--- src/rtl/ram_burst_pkg.sv ---
// rtl/ram_burst_pkg.sv - shared types and constants for the RAM burst master
package ram_burst_pkg;

  localparam int DEF_ADDR_W   = 4;
  localparam int DEF_DATA_W   = 8;
  localparam int DEF_LEN_W    = 4;
  // read beats allowed to be buffered or outstanding at the RAM at once
  localparam int RD_BUF_DEPTH = 2;

  typedef enum logic [1:0] {
    IDLE  = 2'd0,
    WRITE = 2'd1,
    READ  = 2'd2,
    FIN   = 2'd3
  } state_t;

endpackage

--- src/rtl/ram_rd_skid_fifo.sv ---
// rtl/ram_rd_skid_fifo.sv - two-entry read data buffer feeding the read stream
module ram_rd_skid_fifo
  import ram_burst_pkg::*;
#(
  parameter int DATA_W = DEF_DATA_W
) (
  input  logic              clk,
  input  logic              rst_n,
  input  logic              push,
  input  logic [DATA_W-1:0] push_data,
  input  logic              pop,
  output logic [1:0]        count,
  output logic [DATA_W-1:0] head
);

  logic [DATA_W-1:0] entry1;

  // entry0 is always the head; a pop shifts entry1 forward
  always_ff @(posedge clk or negedge rst_n) begin
    if (!rst_n) begin
      head   <= '0;
      entry1 <= '0;
      count  <= 2'd0;
    end else begin
      case ({push, pop})
        2'b10: begin
          if (count == 2'd0) head <= push_data;
          else               entry1 <= push_data;
          count <= count + 2'd1;
        end
        2'b01: begin
          head  <= entry1;
          count <= count - 2'd1;
        end
        2'b11: begin
          if (count == 2'd1) begin
            head <= push_data;
          end else begin
            head   <= entry1;
            entry1 <= push_data;
          end
        end
        default: ;
      endcase
    end
  end

endmodule

--- src/rtl/ram_burst_master.sv ---
// rtl/ram_burst_master.sv - burst command controller driving a registered-read sync RAM
module ram_burst_master
  import ram_burst_pkg::*;
#(
  parameter int ADDR_W = DEF_ADDR_W,
  parameter int DATA_W = DEF_DATA_W,
  parameter int LEN_W  = DEF_LEN_W
) (
  input  logic              clk,
  input  logic              rst_n,
  input  logic              cmd_valid,
  output logic              cmd_ready,
  input  logic              cmd_write,
  input  logic [ADDR_W-1:0] cmd_addr,
  input  logic [LEN_W-1:0]  cmd_len,
  input  logic              wr_valid,
  output logic              wr_ready,
  input  logic [DATA_W-1:0] wr_data,
  output logic              rd_valid,
  input  logic              rd_ready,
  output logic [DATA_W-1:0] rd_data,
  output logic              busy,
  output logic              done,
  output logic              ram_we,
  output logic [ADDR_W-1:0] ram_addr,
  output logic [DATA_W-1:0] ram_din,
  input  logic [DATA_W-1:0] ram_dout
);

  state_t            state;
  logic [ADDR_W-1:0] ptr;
  logic [LEN_W-1:0]  len_q;
  logic [LEN_W:0]    issued;
  logic [LEN_W:0]    taken;
  logic              primed;
  logic              inflight;
  logic [1:0]        fifo_count;
  logic              pop;
  logic              issue;

  assign cmd_ready = (state == IDLE);
  assign busy      = (state != IDLE);
  assign done      = (state == FIN);
  assign wr_ready  = (state == WRITE);
  assign rd_valid  = (fifo_count != 2'd0);
  assign pop       = rd_valid & rd_ready;

  // ram_addr is pre-positioned one cycle ahead, so an issue edge is the edge
  // where the RAM samples the pointer and dout is ready for the next edge
  always_comb begin
    issue = (state == READ) && primed && (issued <= {1'b0, len_q}) &&
            (((int'(fifo_count) + int'(inflight)) < RD_BUF_DEPTH) || pop);
  end

  ram_rd_skid_fifo #(.DATA_W(DATA_W)) u_fifo (
    .clk       (clk),
    .rst_n     (rst_n),
    .push      (inflight),
    .push_data (ram_dout),
    .pop       (pop),
    .count     (fifo_count),
    .head      (rd_data)
  );

  // burst sequencing, RAM port registers and beat accounting
  always_ff @(posedge clk or negedge rst_n) begin
    if (!rst_n) begin
      state    <= IDLE;
      ptr      <= '0;
      len_q    <= '0;
      issued   <= '0;
      taken    <= '0;
      primed   <= 1'b0;
      inflight <= 1'b0;
      ram_we   <= 1'b0;
      ram_addr <= '0;
      ram_din  <= '0;
    end else begin
      ram_we   <= 1'b0;
      inflight <= 1'b0;
      case (state)
        IDLE: begin
          if (cmd_valid) begin
            ptr    <= cmd_addr;
            len_q  <= cmd_len;
            issued <= '0;
            taken  <= '0;
            primed <= 1'b0;
            state  <= cmd_write ? WRITE : READ;
          end
        end
        WRITE: begin
          if (wr_valid) begin
            ram_we   <= 1'b1;
            ram_addr <= ptr;
            ram_din  <= wr_data;
            ptr      <= ptr + ADDR_W'(1);
            issued   <= issued + (LEN_W+1)'(1);
            if (issued == {1'b0, len_q}) state <= FIN;
          end
        end
        READ: begin
          if (!primed) begin
            ram_addr <= ptr;
            primed   <= 1'b1;
          end else if (issue) begin
            inflight <= 1'b1;
            ptr      <= ptr + ADDR_W'(1);
            ram_addr <= ptr + ADDR_W'(1);
            issued   <= issued + (LEN_W+1)'(1);
          end
          if (pop) begin
            taken <= taken + (LEN_W+1)'(1);
            if (taken == {1'b0, len_q}) state <= FIN;
          end
        end
        default: state <= IDLE;
      endcase
    end
  end

endmodule

--- config.mk ---
export PLATFORM = sky130hd
export DESIGN_NAME = ram_burst_master
export DESIGN_NICKNAME = d
export VERILOG_FILES = /design/src/rtl/ram_burst_pkg.sv /design/src/rtl/ram_rd_skid_fifo.sv /design/src/rtl/ram_burst_master.sv
export SDC_FILE = /design/constraint.sdc
export NUM_CORES = 1
export LEC_CHECK = 0
export ABC_CLOCK_PERIOD_IN_PS = 3730
export CAP_MARGIN = 0
export CORE_UTILIZATION = 25
export DETAILED_ROUTE_END_ITERATION = 12
export PLACE_DENSITY_LB_ADDON = 0.1
export SLEW_MARGIN = 20
export SYNTH_ARGS = -nofsm -noshare
export SYNTH_HDL_FRONTEND = slang
export SYNTH_SLANG_ARGS = --single-unit
--- constraint.sdc ---
create_clock -name clk -period 3.73 [get_ports clk]
set_input_delay 0.746 -clock clk [delete_from_list [all_inputs] [get_ports clk]]
set_output_delay 0.746 -clock clk [all_outputs]
set_load 0.05 [all_outputs]
run_1/metal_stack.png
Two of the layers only.
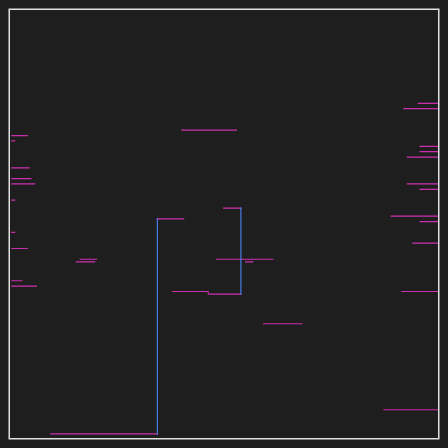
colour	layer	wire length
blue	met4	76.2 microns
magenta	met3	224 microns

run_1/met2.png
Cells faint in the background.
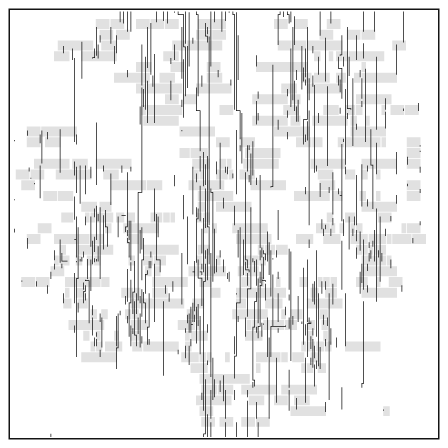
wire length on this layer	3,010 microns
nets with wire on the layer	293
main direction	vertical
via count: 2,151
WL final: 6.41 mm
GR met2 Demand/Resource: 19.2%

run_1/final_clocks.png
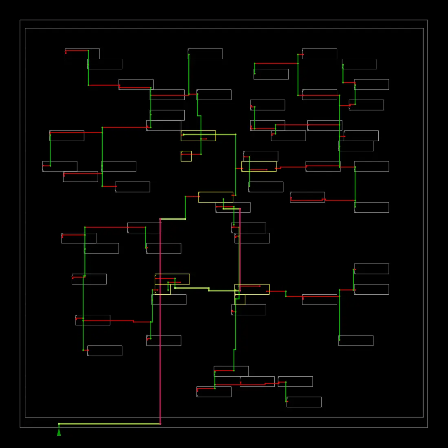
# clk buffers: 5
seq_cells: 53
TritonCTS Sinks: 53

run_1/drive_strength.png
The bar under the picture is 20 microns long.
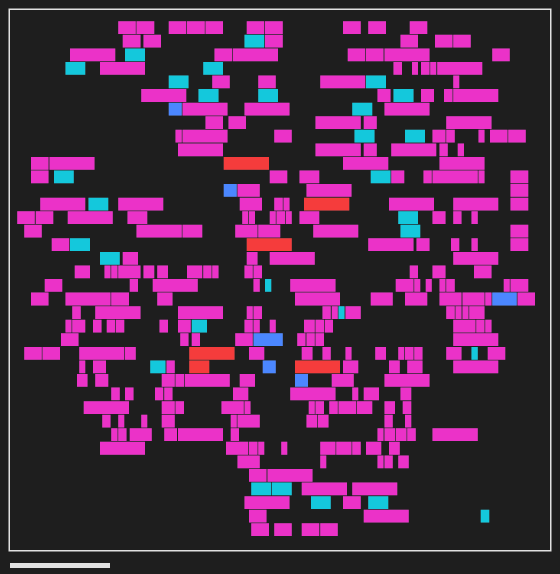
colour	size	cells
cyan	drive 2	29
magenta	drive 1 or less	284
blue	drive 3 to 4	6
red	drive 6 and up	6
Non-clk bufs: 57
post-route cell area: 3660 sq um
Final WS setup: 0.814 ns
Layout area overhead: 29.5%

==> impl_metrics.json, run 1 <==
{
  "cts_buffers": 5,
  "fp_util_pct": 25.8,
  "wl_per_cell_microns": 13.8,
  "diodes": 0,
  "synth_flops": 53,
  "reg2reg_from": "state[0]",
  "syn-cell-area_sq_um": 2820,
  "common_cells": "dfrtp_1, mux2_2, o21ai_0",
  "antenna_found_initial": 0,
  "overflow": 0,
  "synth.most_common_cell": "dfrtp_1",
  "die_area_sq_um": 11700,
  "yosysCellCount": 270,
  "p_leak_nw": 1.54,
  "cts_tree": "built",
  "layout-drive-gt1-share_pct": 12.6,
  "run_status": "finished clean",
  "switchingPower_mw": 1.67,
  "r2r_end": "ptr[3]",
  "drv_cap": 0,
  "htree_num_levels": 2,
  "intPower_mw": 1.91,
  "warning_count": 32,
  "fmax_mhz": 343,
  "syn_inst": 270,
  "fillCellCount": 1139,
  "skew_ns": 0.00482,
  "worst_slew_pin_slew_ns": 0.971,
  "area_leaders": "dfrtp_1, mux2_2, ha_1",
  "chipHeight_microns": 108,
  "peakVddDrop_mv": 0.520,
  "seqPwrFrac_pct": 29.2,
  "relSlewSlack_pct": 35.2,
  "clk_path_buf_depth": 2,
  "hold_path.class": "input pin to async pin",
  "drtPass1Iterations": 4,
  "fp_nets": 316,
  "sw_frac_of_total_pct": 46.6,
  "finalSetupTns_ns": 0,
  "setup_viol": 0,
  "synth_area_leader_cell": "dfrtp_1",
  "finalCriticalPeriod_ns": 2.92,
  "syn_avg_cell_area_sq_um": 10.5,
  "final-comb-area_sq_um": 1380,
  "clkPwrFrac_pct": 13.4,
  "edf_count": 0,
  "clkLatencyLatePin_ns": 0.29,
  "cp_max_fo": 11,
  "reg2reg_depth": 7,
  "register_area_sq_um": 1330,
  "cts.reportedPaths.clkPinSlew_ns": 0.08,
  "coreArea_sq_um": 10900,
  "die-width_microns": 108,
  "viasPerCell": 4.63,
  "power.density_nw_per_um2": 978,
  "synth-main-ff-cell": "dfrtp_1",
  "async_flop_share_pct": 100,
  "dp_hpwl_mm": 4.79,
  "criticalPathCategory": "flop to output port",
  "synth_seq_share_pct": 47.0,
  "gp_congestion": 0.725,
  "top_area_share_pct": 47.0,
  "yosys_warnings": 0,
  "finalCritPeriodShare_pct": 78.2,
  "ys_area_sq_um": 2820,
  "cts_resized": 0,
  "grt_use_total_pct": 11.9,
  "rsz0062_at_grt": "no",
  "port_buffers": 55,
  "place_area_sq_um": 3500,
  "combPwrFrac_pct": 57.4,
  "grt_max_degree": 25,
  "ant_nets": 0,
  "grt_pass1_vias": 2115,
  "boundaryPins": 56,
  "clock-root-buffer": "clkbuf_16",
  "drv_slew": 0,
  "reg2reg_slack_ns": 1.26,
  "endpoint_kind": "output port",
  "hold_violations": 0,
  "row_count": 38,
  "arrival_ns": 2.17,
  "drt_iter0_markers": 55,
  "worstPathRequired_ns": 2.98,
  "hold_buffers": 0,
  "critPathLaunchType": "flop",
  "post_cts_buffers": 0,
  "synth_cell_type_count": 42,
  "grt_first_pass_wirelength_mm": 10.9,
  "drc_errors": 0,
  "nets": 370
}
[run 1: cell usage in the layout, fill, tap and decap left out, types with 2 or more instances in the layout]
cell,n
clkdlybuf4s50_1,54
dfrtp_1,53
mux2_2,23
o21ai_0,19
nand2_1,18
ha_1,16
inv_1,15
nor2_1,14
nand3_1,12
a21oi_1,10
a22oi_1,8
o21ai_1,7
xnor2_1,7
nor3_1,6
clkbuf_16,5
o211ai_1,4
nand2b_1,4
mux2_1,4
inv_2,3
nor2b_1,3
nand4_1,3
o22ai_1,3
mux2i_1,3
o221ai_1,2
or3b_2,2
nand3b_1,2
xor2_1,2
and4_1,2
a31oi_1,2
o31ai_1,2
clkinvlp_4,2
buf_4,2
[run 1: per-layer routing]
layer | share of wire [%] | global-route usage, %
met5 | 0 | 0
met4 | 1.2 | 4.05
met3 | 3.5 | 2.11
met2 | 47 | 19.2
met1 | 48 | 15.9
[run 1: final cells by class]
type / instances / share of cell area, %
multi-input combinational: 189 / 37.6
timing repair buffer: 57 / 15.3
clock inverter: 3 / 0.719
clock buffer: 5 / 3.42
inverter: 18 / 1.85
tap: 140 / 4.79
sequential: 53 / 36.3
[run 1: power groups by stage]
| stage | Combinational [mW] | Clock [mW] | Sequential, mW |
|---|---|---|---|
| after floorplan | 1.19 | 0 | 1.39 |
| after global placement | 2.06 | 0 | 1.06 |
| after detailed placement | 2.07 | 0 | 1.06 |
| after CTS | 2.08 | 0.496 | 1.05 |
| after global routing | 2.26 | 0.528 | 1.09 |
| final | 2.05 | 0.480 | 1.04 |
[run 1: per-stage QoR]
stage	cells	setup slack, ns	hold slack [ns]	utilization, %	total power [mW]
2_1_floorplan	270	1.30	0.450	-	2.58
3_3_place_gp	457	0.905	0.465	32.0	3.13
3_5_place_dp	457	0.907	0.469	32.0	3.13
4_1_cts	465	0.789	0.479	33.4	3.63
5_1_grt	465	0.685	0.497	33.4	3.88
6_report	465	0.814	0.451	33.4	3.58
[run 1: flip-flops by register name (all words and copies together), names as in the netlist]
signal,count
inflight,1
issued,5
len_q,4
primed,1
ptr,4
ram_addr,4
ram_din,8
ram_we,1
state,2
taken,5
u_fifo.count,2
u_fifo.entry1,8
u_fifo.head,8
[run 1: worst max-delay path by stage]
stage,endpoint,cells past startpoint,startpoint
floorplan,ptr[2],9,state[0]
CTS,cmd_ready,3,state[0]
global route,cmd_ready,3,state[0]
finish,cmd_ready,3,state[0]
global placement,ptr[2],6,rd_ready
detailed placement,ptr[2],6,rd_ready
[run 1: cell families (layout without fill, tap and decap cells)]
| logic type | Yosys count | after routing | synth area share, % |
|---|---|---|---|
| simple gates | 71 | 71 | 13.3 |
| compound gates | 63 | 63 | 13.7 |
| flops | 53 | 53 | 47.0 |
| mux | 30 | 30 | 11.8 |
| buf+inv | 28 | 83 | 4.30 |
| fa+ha+maj | 16 | 16 | 7.09 |
| xor+xnor | 9 | 9 | 2.79 |
[run 1: critical path, cell delays in order, from the launching register on]
cell	delay [ns]
dfrtp_1	0.43
inv_1	0.10
ha_1	0.45
clkdlybuf4s50_1	0.90
==> run 1 -> run 2 <==
--- a/config.mk
+++ b/config.mk
@@ -5,7 +5,7 @@
 export SDC_FILE = /design/constraint.sdc
 export NUM_CORES = 1
 export LEC_CHECK = 0
-export ABC_CLOCK_PERIOD_IN_PS = 3730
+export ABC_CLOCK_PERIOD_IN_PS = 2450
 export CAP_MARGIN = 0
 export CORE_UTILIZATION = 25
 export DETAILED_ROUTE_END_ITERATION = 12
==> constraint.sdc (replaced) <==
create_clock -name clk -period 2.45 [get_ports clk]
set_input_delay 0.49 -clock clk [delete_from_list [all_inputs] [get_ports clk]]
set_output_delay 0.49 -clock clk [all_outputs]
set_load 0.05 [all_outputs]
run_2/final_clocks.png
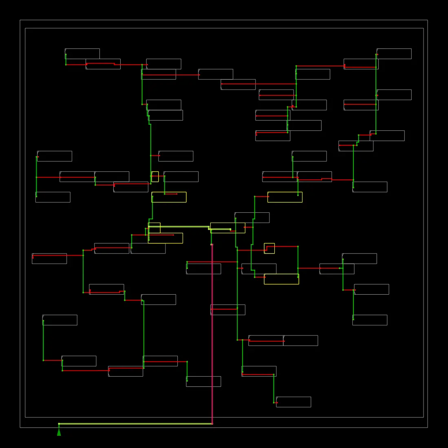
P_clk: 0.716 mW
CTS Buf Count: 5
Clock Skews: 0.00838 ns
clock latency on the worst-skew pair: 0.29 ns

run_2/metal_stack.png
Two of the layers only.
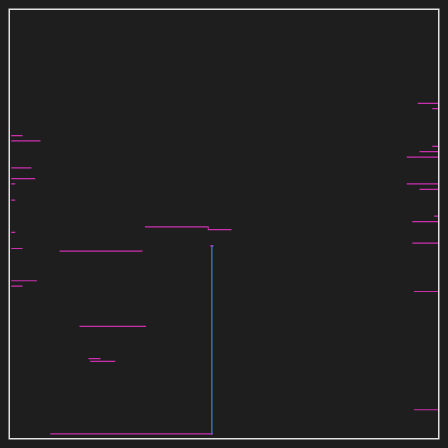
colour	layer	wire length
magenta	met3	199 microns
blue	met4	47.6 microns

==> run 2 against run 1 <==
Sequential power up 53%. Setup slack worse by 0.63 ns. Area after synthesis unchanged. Critical path depth down 1. Register-to-register slack worse by 1.1 ns. Largest cell class unchanged. Largest power group unchanged.
==> impl_metrics.json, run 2 <==
{
  "ant_nets": 0,
  "top_regs": "ram_din x8, u_fifo.entry1 x8, u_fifo.head x8",
  "post_cts_buffers": 0,
  "worstPathRequired_ns": 1.96,
  "max_stage_delay_ns": 0.85,
  "dp.cells": 464,
  "grt_pass1_vias": 2198,
  "grt_max_degree": 29,
  "drtPass1Iterations": 4,
  "syn-cell-area_sq_um": 2820,
  "chipHeight_microns": 108,
  "common_cells": "dfrtp_1, mux2_2, o21ai_0",
  "cts_tree": "built",
  "finalCritPeriodShare_pct": 92.6,
  "combPwrFrac_pct": 58.4,
  "fillCellCount": 1136,
  "clock_sinks": 53,
  "lay_top_count": "dfrtp_1",
  "synth_flops": 53,
  "relSlewSlack_pct": 37.4,
  "boundaryPins": 56,
  "register_area_sq_um": 1330,
  "finalCriticalPeriod_ns": 2.27,
  "ys_area_sq_um": 2820,
  "syn_inst": 270,
  "setup_viol": 0,
  "synth.most_common_cell": "dfrtp_1",
  "gp_congestion": 0.720,
  "power_mw": 5.54,
  "endpoint_kind": "output port",
  "cts.reportedPaths.clkPinSlew_ns": 0.07,
  "crit_slowest_cell": "clkdlybuf4s50_1",
  "power.density_nw_per_um2": 1490,
  "area_leaders": "dfrtp_1, mux2_2, ha_1",
  "nets": 377,
  "diodes": 0,
  "yosysCellCount": 270,
  "synth_area_leader_cell": "dfrtp_1",
  "r2r_end": "ptr[0]",
  "synth_seq_share_pct": 47.0,
  "cp_max_fo": 4,
  "reg2reg_depth": 7,
  "layout-drive-gt1-share_pct": 15.7,
  "fp_util_pct": 25.8,
  "wl_per_cell_microns": 13.7,
  "sw_frac_of_total_pct": 46.1,
  "p_leak_nw": 1.59,
  "worst_slew_pin_slew_ns": 0.939,
  "drv_slew": 0,
  "critPathLaunchType": "flop",
  "synth_cell_type_count": 42,
  "setup.worst_path.start": "state[0]",
  "switchingPower_mw": 2.56,
  "syn_avg_cell_area_sq_um": 10.5,
  "reg2reg_from": "issued[2]",
  "hold_violations": 0,
  "peakVddDrop_mv": 0.894,
  "crit_chain": "ha_1 -> clkdlybuf4s50_1",
  "viasPerCell": 4.56,
  "synth-main-ff-cell": "dfrtp_1",
  "seqPwrFrac_pct": 28.7,
  "stdcell_count": 472,
  "dp_hpwl_mm": 4.80,
  "finalSetupTns_ns": 0,
  "grt_first_pass_wirelength_mm": 11.0,
  "drv_cap": 0,
  "warning_count": 32,
  "criticalPathCategory": "flop to output port",
  "antenna_found_initial": 0,
  "run_status": "finished clean",
  "overflow": 0,
  "rsz0062_at_grt": "no",
  "vias": 2151,
  "hold_path.class": "input pin to async pin",
  "syn_to_final_growth_pct": 31.6,
  "hold_ws_ns": 0.234,
  "intPower_mw": 2.99,
  "async_flop_share_pct": 100,
  "coreArea_sq_um": 10900,
  "drt_iter0_markers": 76,
  "htree_num_levels": 2,
  "arrival_ns": 1.78,
  "postLayoutCoreUtil_pct": 34.0,
  "fp_nets": 316,
  "grt_use_total_pct": 12.2,
  "row_count": 38,
  "die-width_microns": 108,
  "reg2reg_slack_ns": 0.19,
  "edf_count": 0,
  "cp-endpoint": "done",
  "yosys_warnings": 0,
  "lay_top_cells": "dfrtp_1, clkdlybuf4s50_1, mux2_2",
  "drc_errors": 0,
  "clkPwrFrac_pct": 12.9,
  "top_area_share_pct": 47.0,
  "clock-root-buffer": "clkbuf_16",
  "final-comb-area_sq_um": 1380,
  "fmax_mhz": 441,
  "wirelength_mm": 6.47,
  "die_area_sq_um": 11700,
  "clk_path_buf_depth": 2,
  "port_buffers": 55
}
run_2/met2.png
Cells faint in the background.
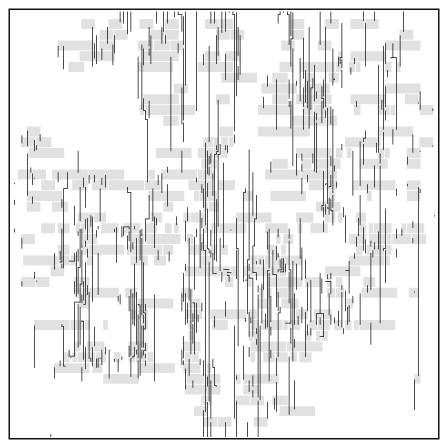
share of all routed wire	47%
wire length on this layer	3,030 microns
main direction	vertical
longest straight run	47.6 microns

-- run 2: cell counts after synthesis --
Identical to the previous run, type by type.
-- run 2: layout make-up --
| type | instances | area share (%) |
|---|---|---|
| Clock buffer | 5 | 3.37 |
| Clock inverter | 3 | 0.573 |
| Inverter | 18 | 1.82 |
| Multi-Input combinational cell | 189 | 37.1 |
| Sequential cell | 53 | 35.7 |
| Tap cell | 140 | 4.72 |
| Timing Repair Buffer | 64 | 16.7 |
-- run 2: repair_timing --
| action | in CTS | in global routing |
|---|---|---|
| hold endpoints to repair | 0 | 0 |
| endpoints found under the setup margin | 0 | 3 |
| hold buffers | 0 | 0 |
| gates resized | 0 | 2 |
-- run 2: logic make-up after synthesis --
kind of cell    Yosys count  share of synthesized area (%)
simple gates             71                           13.3
compound gates           63                           13.7
flops                    53                           47.0
mux                      30                           11.8
buf+inv                  28                           4.30
fa+ha+maj                16                           7.09
xor+xnor                  9                           2.79
-- run 2: metrics by stage --
| stage | setup WS [ns] | cell area (sq um) |
|---|---|---|
| after floorplan | 0.0214 | 2820 |
| after global placement | 0.0861 | 3560 |
| after detailed placement | 0.0792 | 3560 |
| after CTS | 0.0489 | 3710 |
| after global routing | 0.0513 | 3710 |
| final | 0.181 | 3710 |
-- run 2: layer usage --
metal,part of all wire [%],GRT usage (%),vias up
met3,3.1,2.23,2
met4,0.73,3.19,0
met2,47,19.5,36
li1,-,-,1080
met5,0,0,-
met1,49,16.9,1033
-- run 2: worst min-delay path by stage --
| stage | end |
|---|---|
| 2_1_floorplan | inflight |
| 4_1_cts | u_fifo.head[3] |
| 3_3_place_gp | u_fifo.head[5] |
| 3_5_place_dp | u_fifo.head[0] |
| 6_report | u_fifo.head[3] |
| 5_1_grt | u_fifo.head[2] |
-- run 2: power by group through the flow --
stage / combinational [mW] / sequential, mW / clock [mW]
after floorplan: 1.81 / 2.11 / 0
after global placement: 3.24 / 1.61 / 0
after detailed placement: 3.25 / 1.61 / 0
after CTS: 3.27 / 1.59 / 0.742
after global routing: 3.57 / 1.65 / 0.774
final: 3.23 / 1.59 / 0.716
-- run 2: worst max-delay path: cells and delay by family, from the launching register on --
family     cells  cell delay (ns)
fa+ha+maj      1             0.25
buf+inv        1             0.85
flops          1             0.39
No activity file was given, so power comes from the tool's default toggle rates.
